### config.mk
export PLATFORM = sky130hd
export DESIGN_NAME = unary_stream_gen
export DESIGN_NICKNAME = d
export VERILOG_FILES = /design/src/rtl/unary_pkg.sv /design/src/rtl/unary_lane_enc.sv /design/src/rtl/unary_stream_gen.sv
export SDC_FILE = /design/constraint.sdc
export NUM_CORES = 1
export LEC_CHECK = 0
export ABC_AREA = 1
export ABC_CLOCK_PERIOD_IN_PS = 3370
export CORE_ASPECT_RATIO = 2
export CORE_MARGIN = 3
export CORE_UTILIZATION = 54
export CTS_CLUSTER_DIAMETER = 50
export DETAILED_ROUTE_END_ITERATION = 10
export GPL_TIMING_DRIVEN = 0
export PLACE_DENSITY_LB_ADDON = 0.1
export SLEW_MARGIN = 20
export SYNTH_ARGS = -nofsm -noshare
export SYNTH_HDL_FRONTEND = slang
export SYNTH_SLANG_ARGS = --single-unit
export TNS_END_PERCENT = 5
### constraint.sdc
create_clock -name clk -period 3.37 [get_ports clk]
set_input_delay 0.8425 -clock clk [delete_from_list [all_inputs] [get_ports clk]]
set_output_delay 0.8425 -clock clk [all_outputs]
set_load 0.03 [all_outputs]
### src/rtl/unary_pkg.sv
// Shared definitions for the unary bitstream producer and consumers.
// Holds the default frame length, value-width helper and FSM states.
package unary_pkg;

    localparam int FRAME_LEN_DEF = 16;

    // One headroom bit above the clamp range so over-range loads are visible.
    function automatic int val_w(input int frame_len);
        return $clog2(frame_len + 1) + 1;
    endfunction

    typedef enum logic {
        IDLE = 1'b0,
        RUN  = 1'b1
    } state_t;

endpackage

### src/rtl/unary_lane_enc.sv
// One unary lane: pending/current value registers, clamp and
// thermometer compare of the bit index against the held value.
module unary_lane_enc
    import unary_pkg::*;
#(
    parameter int FRAME_LEN = FRAME_LEN_DEF,
    parameter int VAL_W     = val_w(FRAME_LEN),
    parameter int PW        = $clog2(FRAME_LEN)
) (
    input  logic             clk,
    input  logic             rst,
    input  logic             load,
    input  logic [VAL_W-1:0] value,
    input  logic             xfer,
    input  logic             sel_pend,
    input  logic [PW-1:0]    pos,
    output logic             lane_bit,
    output logic             over
);

    localparam logic [VAL_W-1:0] MAX_V = VAL_W'(FRAME_LEN);

    logic [VAL_W-1:0] pend;
    logic [VAL_W-1:0] cur;
    logic [VAL_W-1:0] clamped;
    logic [VAL_W-1:0] src;
    logic [VAL_W-1:0] idx;

    assign over    = value > MAX_V;
    assign clamped = over ? MAX_V : value;

    always_ff @(posedge clk) begin
        if (rst) begin
            pend <= '0;
            cur  <= '0;
        end else begin
            if (load) begin
                pend <= clamped;
            end
            if (xfer) begin
                cur <= pend;
            end
        end
    end

    // Bit 0 of a frame started from IDLE comes straight from pend.
    always_comb begin
        src      = sel_pend ? pend : cur;
        idx      = sel_pend ? '0 : VAL_W'(pos);
        lane_bit = idx < src;
    end

endmodule

### src/rtl/unary_stream_gen.sv
// Dual-lane binary-to-unary stream generator with a one-entry
// pending buffer so consecutive frames stream without a gap.
module unary_stream_gen
    import unary_pkg::*;
#(
    parameter int FRAME_LEN = FRAME_LEN_DEF,
    parameter int VAL_W     = val_w(FRAME_LEN)
) (
    input  logic             clk,
    input  logic             rst,
    input  logic             load_valid,
    output logic             load_ready,
    input  logic [VAL_W-1:0] a_value,
    input  logic [VAL_W-1:0] b_value,
    input  logic             hold,
    output logic             a_bit,
    output logic             b_bit,
    output logic             en_out,
    output logic             frame_last,
    output logic             sat,
    output logic             busy
);

    localparam int PW = $clog2(FRAME_LEN);
    localparam logic [PW-1:0] LAST = PW'(FRAME_LEN - 1);

    state_t        state;
    state_t        state_n;
    logic [PW-1:0] pos;
    logic [PW-1:0] pos_n;
    logic          pend_valid;
    logic          pend_valid_n;

    logic accept;
    logic xfer;
    logic sel_pend;
    logic emit;
    logic last;
    logic a_lane;
    logic b_lane;
    logic a_over;
    logic b_over;

    logic a_bit_n;
    logic b_bit_n;
    logic en_n;
    logic last_n;
    logic sat_n;
    logic busy_n;

    assign load_ready = ~pend_valid;
    assign accept     = load_valid & ~pend_valid;
    assign last       = pos == LAST;

    unary_lane_enc #(
        .FRAME_LEN(FRAME_LEN),
        .VAL_W    (VAL_W),
        .PW       (PW)
    ) u_lane_a (
        .clk     (clk),
        .rst     (rst),
        .load    (accept),
        .value   (a_value),
        .xfer    (xfer),
        .sel_pend(sel_pend),
        .pos     (pos),
        .lane_bit(a_lane),
        .over    (a_over)
    );

    unary_lane_enc #(
        .FRAME_LEN(FRAME_LEN),
        .VAL_W    (VAL_W),
        .PW       (PW)
    ) u_lane_b (
        .clk     (clk),
        .rst     (rst),
        .load    (accept),
        .value   (b_value),
        .xfer    (xfer),
        .sel_pend(sel_pend),
        .pos     (pos),
        .lane_bit(b_lane),
        .over    (b_over)
    );

    always_comb begin
        state_n      = state;
        pos_n        = pos;
        pend_valid_n = pend_valid;
        xfer         = 1'b0;
        sel_pend     = 1'b0;
        emit         = 1'b0;
        if (accept) begin
            pend_valid_n = 1'b1;
        end
        unique case (state)
            IDLE: begin
                // Start emits bit 0 immediately; pos then names the next bit.
                if (pend_valid && !hold) begin
                    xfer         = 1'b1;
                    sel_pend     = 1'b1;
                    emit         = 1'b1;
                    pend_valid_n = 1'b0;
                    pos_n        = PW'(1);
                    state_n      = RUN;
                end
            end
            RUN: begin
                if (!hold) begin
                    emit = 1'b1;
                    if (last) begin
                        pos_n = '0;
                        if (pend_valid) begin
                            xfer         = 1'b1;
                            pend_valid_n = 1'b0;
                        end else begin
                            state_n = IDLE;
                        end
                    end else begin
                        pos_n = pos + PW'(1);
                    end
                end
            end
        endcase
        a_bit_n = emit & a_lane;
        b_bit_n = emit & b_lane;
        en_n    = emit;
        last_n  = emit & (state == RUN) & last;
        sat_n   = accept & (a_over | b_over);
        busy_n  = (state_n == RUN) | pend_valid_n;
    end

    always_ff @(posedge clk) begin
        if (rst) begin
            state      <= IDLE;
            pos        <= '0;
            pend_valid <= 1'b0;
            a_bit      <= 1'b0;
            b_bit      <= 1'b0;
            en_out     <= 1'b0;
            frame_last <= 1'b0;
            sat        <= 1'b0;
            busy       <= 1'b0;
        end else begin
            state      <= state_n;
            pos        <= pos_n;
            pend_valid <= pend_valid_n;
            a_bit      <= a_bit_n;
            b_bit      <= b_bit_n;
            en_out     <= en_n;
            frame_last <= last_n;
            sat        <= sat_n;
            busy       <= busy_n;
        end
    end

endmodule

==> highlights.md, run 1 <==
- total grt overflow: 0
- switching part of the total power: 25.4%
- post-synth tally of flip-flops with integrated enable: 0
- Core Region: 0.00305 mm2
- status: finished, final reports clean
- global-route wire length before repair: 6360 um
- Max H-tree Level: 2
- Cell Area, Synth: 0.00175 mm2
- post-detailed-route via-to-cell ratio: 5.32
- CTS Root Cell: sky130_fd_sc_hd__clkbuf_8
- reg2reg end: a_bit
- hold buffer count at CTS: 0
- Register-to-Register Setup Slack: 1.64 ns
- worst clock skew: 0.00453 ns
- DP Area: 0.00200 mm2
- start point of the worst hold path: u_lane_a.pend[5]
- category of the worst setup path capture point: register
- largest net degree at the start of global routing: 13
- number of unique standard cell types used by synthesis: 30
- Final Hold Vio Count: 0
- max-cap violations: 0
- Core Rows: 28
- number of global-route vias before repair: 1600
- wire length reported by the detailed router: 3540 um
- Worst Hold Path Cells: 2
- CTS tree: built
- data required time of the critical path: 3.60 ns
- total CTS buffers: 5
- leading post-synthesis cells by instance count: 52 x sky130_fd_sc_hd__nand2_1, 36 x sky130_fd_sc_hd__dfxtp_1, 21 x sky130_fd_sc_hd__nor2_1, 18 x sky130_fd_sc_hd__inv_1, 17 x sky130_fd_sc_hd__nand3_1
- CTS clk-pin slew, worst paths: 0.07 ns
- area of all placed cells without fillers: 0.00211 mm2
- cell resize tally after clock tree synthesis: 0
- VDD IR-drop max: 387 uV
- most used standard cell by instance count after synthesis: sky130_fd_sc_hd__nand2_1
- Commonest Layout Cell: sky130_fd_sc_hd__nand2_1
- leakage: 0.871 nW
- most instantiated flip-flop cell in the synthesis netlist: sky130_fd_sc_hd__dfxtp_1
- most frequent cells in the layout: 52 x sky130_fd_sc_hd__nand2_1, 36 x sky130_fd_sc_hd__dfxtp_1, 21 x sky130_fd_sc_hd__nor2_1, 21 x sky130_fd_sc_hd__clkdlybuf4s50_1, 18 x sky130_fd_sc_hd__inv_1
- router iterations before antenna repair: 4
- Synth area leader: sky130_fd_sc_hd__dfxtp_1
- buffer levels on the longest clock path: 2
- portion of the post-synthesis area used by sequential elements: 41.1%
- cell types occupying the most area after synthesis: sky130_fd_sc_hd__dfxtp_1 41%, sky130_fd_sc_hd__nand2_1 11%, sky130_fd_sc_hd__a21oi_2 5.0%
- Worst Path Max Fanout: 10
- time the final worst path needs with I/O delays and setup: 2.51 ns
- number of nets in the finished design: 274
- internal power: 0.000716 W
[run 1: sequential cells by signal (all words and copies together), names as in the netlist]
signal,cells
a_bit,1
b_bit,1
busy,1
en_out,1
frame_last,1
pend_valid,1
pos,4
sat,1
state,1
u_lane_a.cur,6
u_lane_a.pend,6
u_lane_b.cur,6
u_lane_b.pend,6
[run 1: layout make-up]
| cell class | instances | area (um2) | area share (%) |
|---|---|---|---|
| Clock buffer | 5 | 68.8 | 3.26 |
| Tap cell | 30 | 37.5 | 1.78 |
| Buffer | 7 | 63.8 | 3.02 |
| Multi-Input combinational cell | 163 | 897 | 42.5 |
| Clock inverter | 3 | 42.5 | 2.01 |
| Inverter | 19 | 71.3 | 3.38 |
| Timing Repair Buffer | 21 | 210 | 9.95 |
| Sequential cell | 36 | 721 | 34.1 |
[run 1: how the worst max path moves through the flow]
| stage | start | end | slack (ns) | depth (start not counted) |
|---|---|---|---|---|
| floorplan | hold | a_bit | 1.42 | 11 |
| global placement | hold | a_bit | 0.60 | 13 |
| detailed placement | hold | b_bit | 0.60 | 13 |
| CTS | hold | a_bit | 0.86 | 13 |
| global route | hold | b_bit | 0.68 | 13 |
| finish | hold | a_bit | 0.86 | 13 |
[run 1: cells by family after synthesis]
family	count (synthesis)	share of synthesized area, %
DFF	36	41.1
and+or+nand+nor	118	32.5
AOI/OAI and AO/OA	36	12.8
buffers and inverters	26	7.71
muxes	4	2.28
adders and majority gates	5	3.57
[run 1: power by group through the flow]
stage / Sequential (W) / Clock, W / Combinational (W)
after floorplan: 0.000466 / 0 / 0.0000817
after global placement: 0.000460 / 0 / 0.000135
after detailed placement: 0.000460 / 0 / 0.000136
after CTS: 0.000451 / 0.000381 / 0.000137
after global routing: 0.000452 / 0.000398 / 0.000152
final: 0.000451 / 0.000374 / 0.000135
[run 1: metal layers]
| layer | part of all wire, % | GRT usage, % |
|---|---|---|
| met5 | 0 | 0 |
| met3 | 2.3 | 4.37 |
| met4 | 3.8 | 10.9 |
| met1 | 37 | 20.0 |
| met2 | 57 | 39.6 |
[run 1: through the flow]
step	util, %	power (W)	hold slack, ns	setup WS (ns)	cells
5_1_grt	69.3	0.00100	0.489	0.681	284
6_report	69.3	0.000960	0.462	0.863	284
3_5_place_dp	65.6	0.000596	0.452	0.596	276
3_3_place_gp	65.6	0.000595	0.449	0.600	276
2_1_floorplan	-	0.000548	0.439	1.42	225
4_1_cts	69.3	0.000969	0.464	0.860	284
[run 1: critical path, cell delays in order]
cell	delay (ns)
sky130_fd_sc_hd__clkdlybuf4s50_1	0.56
sky130_fd_sc_hd__nor2_8	0.28
sky130_fd_sc_hd__nand2_4	0.15
sky130_fd_sc_hd__nand2_1	0.09
sky130_fd_sc_hd__inv_1	0.07
sky130_fd_sc_hd__ha_1	0.31
sky130_fd_sc_hd__nand2_1	0.07
sky130_fd_sc_hd__nand2_1	0.05
sky130_fd_sc_hd__nand2_1	0.06
sky130_fd_sc_hd__nand2_1	0.06
sky130_fd_sc_hd__nand2_1	0.06
sky130_fd_sc_hd__nand2_1	0.05
sky130_fd_sc_hd__nor2_1	0.09
### Power grid, run 1

Pins as bars on the die edge.
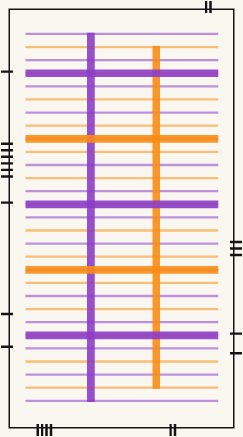
Orange is VDD. Purple is VSS.
5 straps on met5. The core has 28 rows.

### Wiring by layer, run 1

Only two layers are drawn.
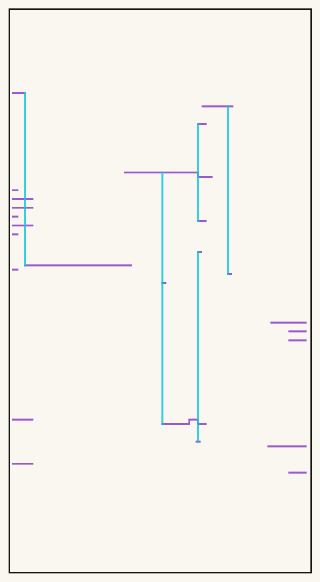
Purple is met3, wire length 83.9 um. Cyan is met4, wire length 135 um.

### Routed clock nets over the placement, run 1

The bar under the picture is 10 um long.
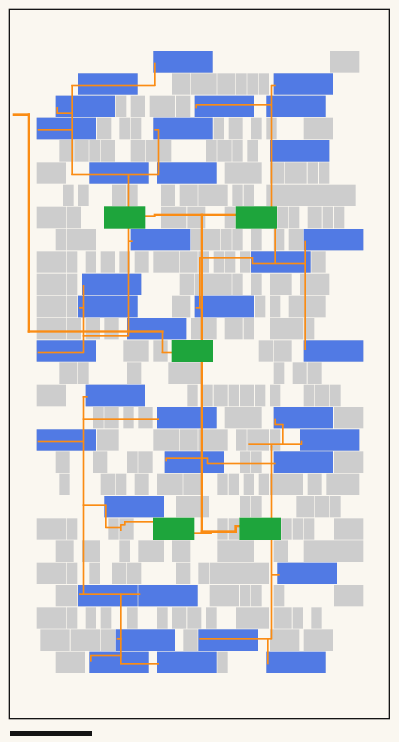
Orange is clock wires, length 426 um. Green is cells driving clock nets, count 5. Blue is flip-flops, count 36.
There are 6 routed clock nets.

--- run 2 (diff from run 1) ---
--- a/config.mk
+++ b/config.mk
@@ -6,7 +6,7 @@
 export NUM_CORES = 1
 export LEC_CHECK = 0
 export ABC_AREA = 1
-export ABC_CLOCK_PERIOD_IN_PS = 3370
+export ABC_CLOCK_PERIOD_IN_PS = 2600
 export CORE_ASPECT_RATIO = 2
 export CORE_MARGIN = 3
 export CORE_UTILIZATION = 54
==> constraint.sdc (replaced) <==
create_clock -name clk -period 2.6 [get_ports clk]
set_input_delay 0.65 -clock clk [delete_from_list [all_inputs] [get_ports clk]]
set_output_delay 0.65 -clock clk [all_outputs]
set_load 0.03 [all_outputs]
### Power grid, run 2

Pins as bars on the die edge.
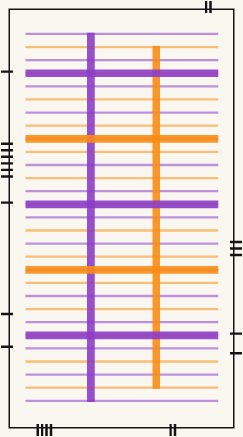
Orange is VDD. Purple is VSS.
The core has 28 rows. 23 signal pins sit on the boundary. 2 straps on met4. 29 met1 rails follow the rows.

==> highlights.md, run 2 <==
- status: finished, final reports clean
- number of nets in the finished design: 274, unchanged
- portion of the post-synthesis area used by sequential elements: 41.1%, unchanged
- most frequent cells in the layout: 52 x sky130_fd_sc_hd__nand2_1, 36 x sky130_fd_sc_hd__dfxtp_1, 21 x sky130_fd_sc_hd__nor2_1, 21 x sky130_fd_sc_hd__clkdlybuf4s50_1, 18 x sky130_fd_sc_hd__inv_1
- post-place setup slack: 0.0187 ns, -0.578 ns
- worst clock skew: 0.00453 ns, unchanged
- Max H-tree Level: 2, unchanged
- buffer levels on the longest clock path: 2, unchanged
- CTS Root Cell: sky130_fd_sc_hd__clkbuf_8
- setup slack after layout: 0.285 ns, -0.578 ns
- post-synth tally of flip-flops with integrated enable: 0, unchanged
- family with the most delay on the worst path: simple AND/OR/NAND/NOR gates
- Synth area leader: sky130_fd_sc_hd__dfxtp_1
- switching part of the total power: 25.4%, about the same
- wire length reported by the detailed router: 3540 um, unchanged
- VDD IR-drop max: 502 uV, +30%
- leading post-synthesis cells by instance count: 52 x sky130_fd_sc_hd__nand2_1, 36 x sky130_fd_sc_hd__dfxtp_1, 21 x sky130_fd_sc_hd__nor2_1, 18 x sky130_fd_sc_hd__inv_1, 17 x sky130_fd_sc_hd__nand3_1
- Core Region: 0.00305 mm2, unchanged
- CTS tree: built
- Cell Area, Synth: 0.00175 mm2, unchanged
- placed instance count: 276, unchanged
- Non-Filler Instances: 284, unchanged
- cells along the critical path: clkdlybuf4s50_1 > nor2_8 > nand2_4 > nand2_1 > inv_1 > ha_1 > nand2_1 > nand2_1 > nand2_1 > nand2_1 > nand2_1 > nand2_1 > nor2_1
- Core Rows: 28, unchanged
- router iterations before antenna repair: 4, unchanged
### Routed clock nets over the placement, run 2

The bar under the picture is 10 um long.
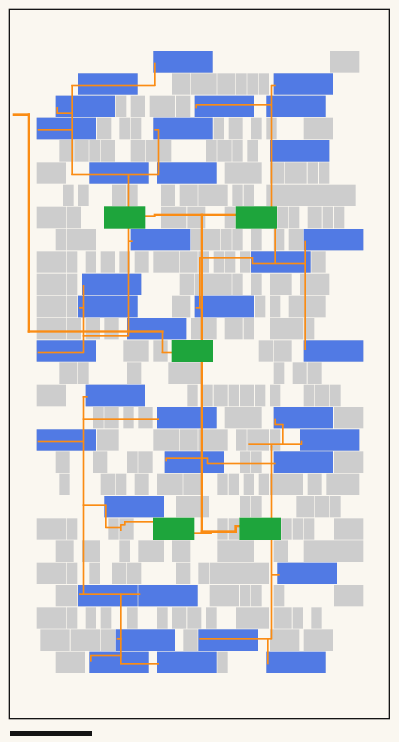
Blue is flip-flops, count 36. Green is cells driving clock nets, count 5. Orange is clock wires, length 426 um.
There are 6 routed clock nets.

==> run 2: cell counts after synthesis <==
Identical to the previous run, type by type.
==> run 2: logic make-up (layout without fill, tap and decap cells) <==
group,Yosys count,count (layout),synth area share (%)
simple gates,118,118,32.5
mux,4,4,2.28
compound gates,36,36,12.8
flops,36,36,41.1
buf+inv,26,55,7.71
fa+ha+maj,5,5,3.57
==> run 2: power groups by stage <==
| stage | clock [W] | combinational [W] | sequential (W) |
|---|---|---|---|
| finish | 0.000485 | 0.000175 | 0.000584 |
| global route | 0.000516 | 0.000197 | 0.000586 |
| CTS | 0.000494 | 0.000177 | 0.000584 |
| detailed placement | 0 | 0.000176 | 0.000597 |
| global placement | 0 | 0.000175 | 0.000596 |
| floorplan | 0 | 0.000106 | 0.000604 |
==> run 2: layout make-up <==
type	instances	area, um2
sequential	36	721
fill	263	936
buffer	7	63.8
clock buffer	5	68.8
inverter	19	71.3
clock inverter	3	42.5
tap	30	37.5
multi-input combinational	163	897
timing repair buffer	21	210
==> run 2: per-stage QoR <==
step / instance area, um2 / util, %
after floorplan: 1750 / -
after global placement: 2000 / 65.6
after detailed placement: 2000 / 65.6
after CTS: 2110 / 69.3
after global routing: 2110 / 69.3
final: 2110 / 69.3
==> run 2: final timing paths <==
path         cells after the start  slack, ns             start                to
max                             13       0.29              hold             a_bit
max reg2reg                     13       0.87        pend_valid             a_bit
min reg2reg                      2       0.46  u_lane_a.pend[5]  u_lane_a.pend[5]
min                              2       0.46  u_lane_a.pend[5]  u_lane_a.pend[5]
==> run 2: worst register-to-register path, delay by kind of cell (launching register included) <==
kind	cells	cell delay, ns
AND/OR/NAND/NOR	10	0.89
flip-flops	1	0.34
adder cells (fa/ha/maj)	1	0.31
buffers and inverters	2	0.15
==> run 2: routing by layer <==
metal / vias to the layer above / wire length (um) / GRT usage (%)
met5: - / 0 / 0
met1: 688 / 1320 / 20.0
met2: 27 / 2000 / 39.6
li1: 785 / - / -
met4: 0 / 135 / 10.9
met3: 11 / 83 / 4.37
### Placed cells, one color a class, run 2

The bar under the picture is 10 um long.
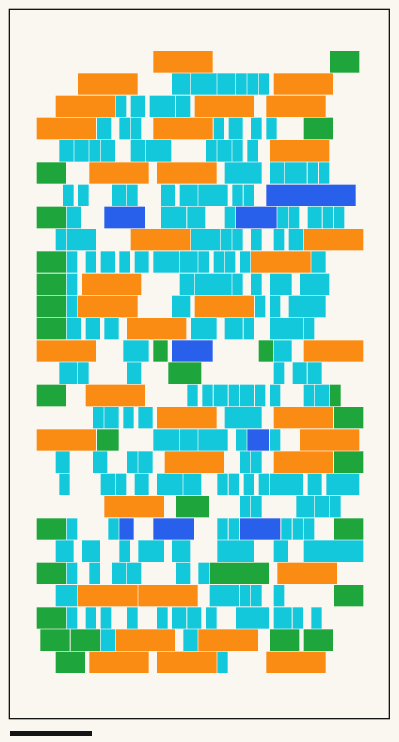

--- run 3 (diff from run 2) ---
--- a/config.mk
+++ b/config.mk
@@ -11,9 +11,10 @@
 export CORE_MARGIN = 3
 export CORE_UTILIZATION = 54
 export CTS_CLUSTER_DIAMETER = 50
+export CTS_CLUSTER_SIZE = 25
 export DETAILED_ROUTE_END_ITERATION = 10
 export GPL_TIMING_DRIVEN = 0
-export PLACE_DENSITY_LB_ADDON = 0.1
+export PLACE_DENSITY = 0.78
 export SLEW_MARGIN = 20
 export SYNTH_ARGS = -nofsm -noshare
 export SYNTH_HDL_FRONTEND = slang
### Placed cells, one color a class, run 3

The bar under the picture is 10 um long.
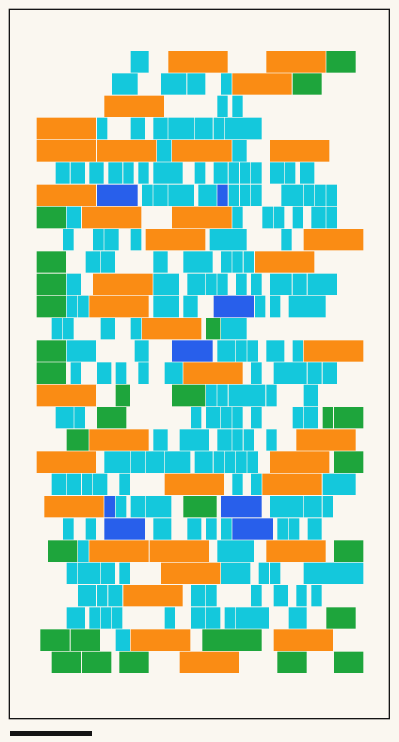
Cyan is all other logic, cells 182, share of their area 47%. Orange is flip-flops, cells 36, share of their area 35%. Blue is clock drivers and dummy loads, cells 8, share of their area 4.4%. Green is other buffers and delay cells, cells 28, share of their area 13%.

### Power grid, run 3

Pins as bars on the die edge.
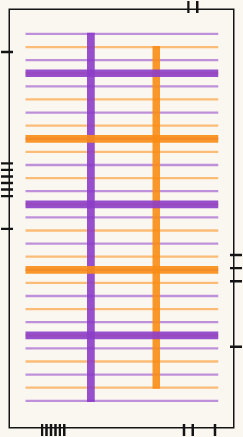
Orange is VDD. Purple is VSS.
The core has 28 rows. 2 straps on met4. 23 signal pins sit on the boundary.

==> highlights.md, run 3 <==
- Cell Area, Synth: 0.00175 mm2, unchanged
- leading post-synthesis cells by instance count: 52 x sky130_fd_sc_hd__nand2_1, 36 x sky130_fd_sc_hd__dfxtp_1, 21 x sky130_fd_sc_hd__nor2_1, 18 x sky130_fd_sc_hd__inv_1, 17 x sky130_fd_sc_hd__nand3_1
- critical register-to-register path startpoint: pend_valid
- start point of the worst hold path: u_lane_a.pend[5]
- post-place setup slack: 0.00187 ns, -0.0168 ns
- Max H-tree Level: 2, unchanged
- area share of the largest cell type after synthesis: 41.1%
- number of nets in the finished design: 274, unchanged
- Yosys warning total: 0
- setup slack after layout: 0.281 ns, -0.00444 ns
- router iterations before antenna repair: 4, unchanged
- CTS Root Cell: sky130_fd_sc_hd__clkbuf_8
- worst clock skew: 0.00732 ns, +0.00279 ns
- count of fill cells added during filler insertion: 265, +0.76%
- CTS clk-pin slew, worst paths: 0.07 ns
- Core Rows: 28, unchanged
- Core Region: 0.00305 mm2, unchanged
- status: finished, final reports clean
- Synth area leader: sky130_fd_sc_hd__dfxtp_1
- most frequent cells in the layout: 52 x sky130_fd_sc_hd__nand2_1, 36 x sky130_fd_sc_hd__dfxtp_1, 21 x sky130_fd_sc_hd__nor2_1, 21 x sky130_fd_sc_hd__clkdlybuf4s50_1, 18 x sky130_fd_sc_hd__inv_1
- post-synth tally of flip-flops with integrated enable: 0, unchanged
- Synth Register Bits: 36
- CTS tree: built
- wire length reported by the detailed router: 3610 um, +1.8%
- Critical Path Source: hold
- VDD IR-drop max: 546 uV, +8.7%
- buffer levels on the longest clock path: 2, unchanged
- portion of the post-synthesis area used by sequential elements: 41.1%, unchanged
[run 3: worst paths after layout]
path | endpoint | slack, ns | depth (start not counted)
worst min-delay path | u_lane_a.pend[5] | 0.46 | 2
worst min register to register | u_lane_a.pend[5] | 0.46 | 2
worst max register to register | b_bit | 0.88 | 13
worst max-delay path | b_bit | 0.28 | 13
[run 3: per-stage QoR]
step | cells | area (um2)
2_1_floorplan | 225 | 1750
3_3_place_gp | 276 | 2000
3_5_place_dp | 276 | 2000
4_1_cts | 284 | 2090
5_1_grt | 284 | 2090
6_report | 284 | 2090
[run 3: final cells by class]
type	instances	area, um2	area share, %
Tap cell	30	37.5	1.80
Sequential cell	36	721	34.5
Clock buffer	8	90.1	4.31
Timing Repair Buffer	21	210	10.1
Multi-Input combinational cell	163	897	42.9
Buffer	7	63.8	3.05
Inverter	19	71.3	3.41
[run 3: per-layer routing]
layer	part of all wire [%]	global-route usage [%]	vias to the layer above
met5	0	0	-
met4	4.3	12.7	0
met3	3.6	4.16	12
met2	55	36.4	43
met1	38	23.3	697
li1	-	-	787
[run 3: report_power, final]
part / total (W) / internal, W / switching [W]
sequential: 0.000584 / 0.000571 / 0.0000125
clock: 0.000406 / 0.000216 / 0.000190
combinational: 0.000176 / 0.0000733 / 0.000103
[run 3: critical path: stages]
cell,delay [ns]
sky130_fd_sc_hd__clkdlybuf4s50_1,0.56
sky130_fd_sc_hd__nor2_8,0.28
sky130_fd_sc_hd__nand2_4,0.15
sky130_fd_sc_hd__nand2_1,0.09
sky130_fd_sc_hd__inv_1,0.07
sky130_fd_sc_hd__ha_1,0.31
sky130_fd_sc_hd__nand2_1,0.08
sky130_fd_sc_hd__nand2_1,0.05
sky130_fd_sc_hd__nand2_1,0.05
sky130_fd_sc_hd__nand2_1,0.05
sky130_fd_sc_hd__nand2_1,0.05
sky130_fd_sc_hd__nand2_1,0.05
sky130_fd_sc_hd__nor2_1,0.09
[run 3: cell families (layout without fill, tap and decap cells)]
| family | count (synthesis) | count (layout) | synth area share (%) |
|---|---|---|---|
| compound gates | 36 | 36 | 12.8 |
| fa+ha+maj | 5 | 5 | 3.57 |
| buf+inv | 26 | 55 | 7.71 |
| flops | 36 | 36 | 41.1 |
| mux | 4 | 4 | 2.28 |
| simple gates | 118 | 118 | 32.5 |
No activity file was given, so power comes from the tool's default toggle rates.
